==> images/cell_density.png <==
Scale: 1 px per µm. The die is cut into 34 by 34 equal tiles; black is low, pale yellow is high, 0 to 100% covered.
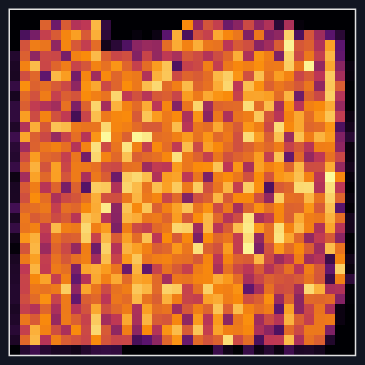
==> images/power_grid.png <==
Scale: 1 px per µm. Pins as bars on the die edge.
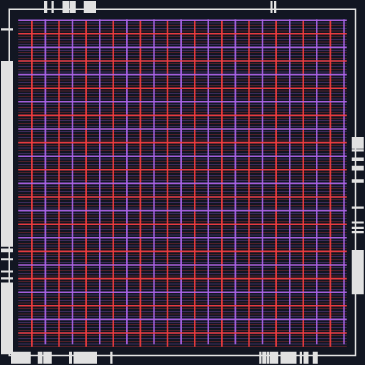
==> images/flops_by_reg.png <==
Scale: 1 px per µm. Other sequential cells in the stronger grey, the rest of the logic in the fainter grey.
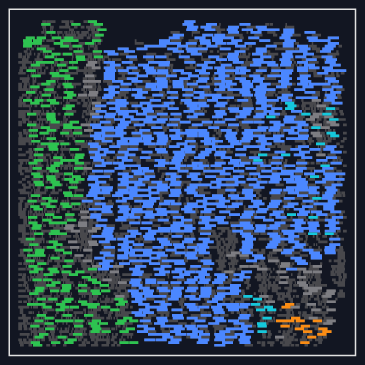
==> images/clocks.png <==
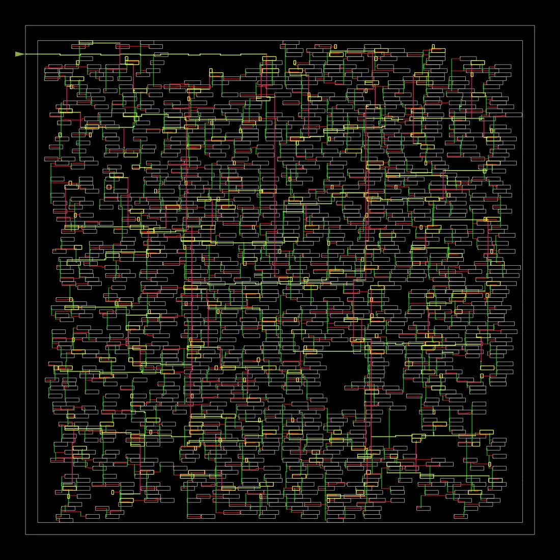
==> images/layer_met2.png <==
Scale: 1 px per µm.
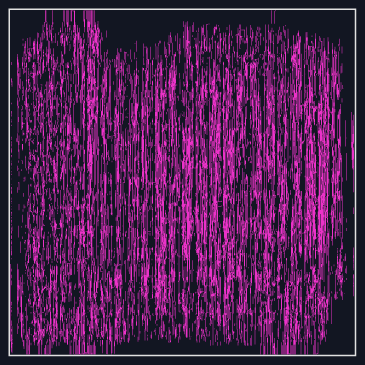
Design home_inventory_adc_frame_fifo_flat, sky130hd; sources not shown.
==> CHANGELOG.md <==
### Implementation results

- Outcome: finished clean
- Comb power frac: 25.7%
- Syn Nets: 4022
- Pre-antenna DRT Iters: 5
- Pleak: 0.0248 µW
- Final min period: 6.47 ns
- Ports: 365
- Crit-path max cell delay: 0.89 ns
- FP Rows: 120
- Nonclk inv count: 17
- Worst slack, placed: 7.23 ns
- Worst R2R Setup Slack: 10.12 ns
- Worst hold path depth: 1
- Slowest-stage cell, CP: and2_4
- Class of the most critical setup path: input pin to flip-flop
- P_comb: 3560 µW
- Clock-cell share: 6.91%
- DR vias/cell: 5.98
- WL met1: 64400 µm
- Log Warnings: 55
- N_taps: 1403
- CTS tree: yes
- Async S/R FF share, synth: 27.8%
- Max Slew Vio Count: 0
- Non-CTS buffers: 464
Notes on cell_density.png above:
7.9% of the tiles are nearly empty. The fullest tile reaches 99%. The densest ninth of the die: centre.
Core Region: 107000 µm²
Starting Density: 53.4%
final core occ: 63.6%

Notes on power_grid.png above:
Key: purple = VDD; red = VSS
121 met1 rails follow the rows. The core has 120 rows.
Chip Width: 345 µm
Max VDD drop: 186 µV
die height: 345 µm

Notes on flops_by_reg.png above:
Key: green = u_core.r_frame [placed flops 256, where a column on the left]; cyan = u_core.bus.wbs_dat_o [placed flops 32, where a column on the right]; orange = u_core.r_wm [placed flops 16, where lower right]; blue = u_core.r_mem [placed flops 1024]
Another 90 sequential cells are not coloured.
Seq/total area: 59.6%
Register Area: 40600 µm²
Seq power: 6580 µW

Notes on clocks.png above:
number of buffers created by CTS: 144
clock skew: 0.0307 ns
Worst-Skew Late Latency: 0.74 ns
number of clock sinks: 1418
clk_buf instances: 206

Notes on layer_met2.png above:
The wires run mostly vertical. The layer carries 73.3 mm of wire. 3723 nets have wire on it. The longest straight run is 130 µm.
Routed WL: 152000 µm
Vias: 33400
met2 GRT Util: 41.5%

[synthesized netlist by cell type, types with 23 or more instances]
library cell,n
xor2_1,29
mux2_2,57
a21oi_1,36
dfrtp_1,394
edfxtp_1,1024
mux4_2,256
buf_2,29
a211oi_1,30
clkbuf_1,163
o21ai_0,49
nand4_1,23
nand2_1,896
o221ai_1,32
mux2i_1,156
xnor2_1,36
o22ai_1,33
a211o_1,24
nor2_1,86
nand3_1,41
[cells by family (layout without fill, tap and decap cells)]
logic type / count (synthesis) / in the layout / synth area share [%]
mux: 469 / 469 / 13.9
xor+xnor: 65 / 65 / 0.994
flops: 1418 / 1418 / 70.9
compound gates: 312 / 312 / 3.84
simple gates: 1152 / 1152 / 8.29
fa+ha+maj: 22 / 22 / 0.494
buf+inv: 232 / 746 / 1.60
other cells: 0 / 1 / 0
No activity file was given, so power comes from the tool's default toggle rates.
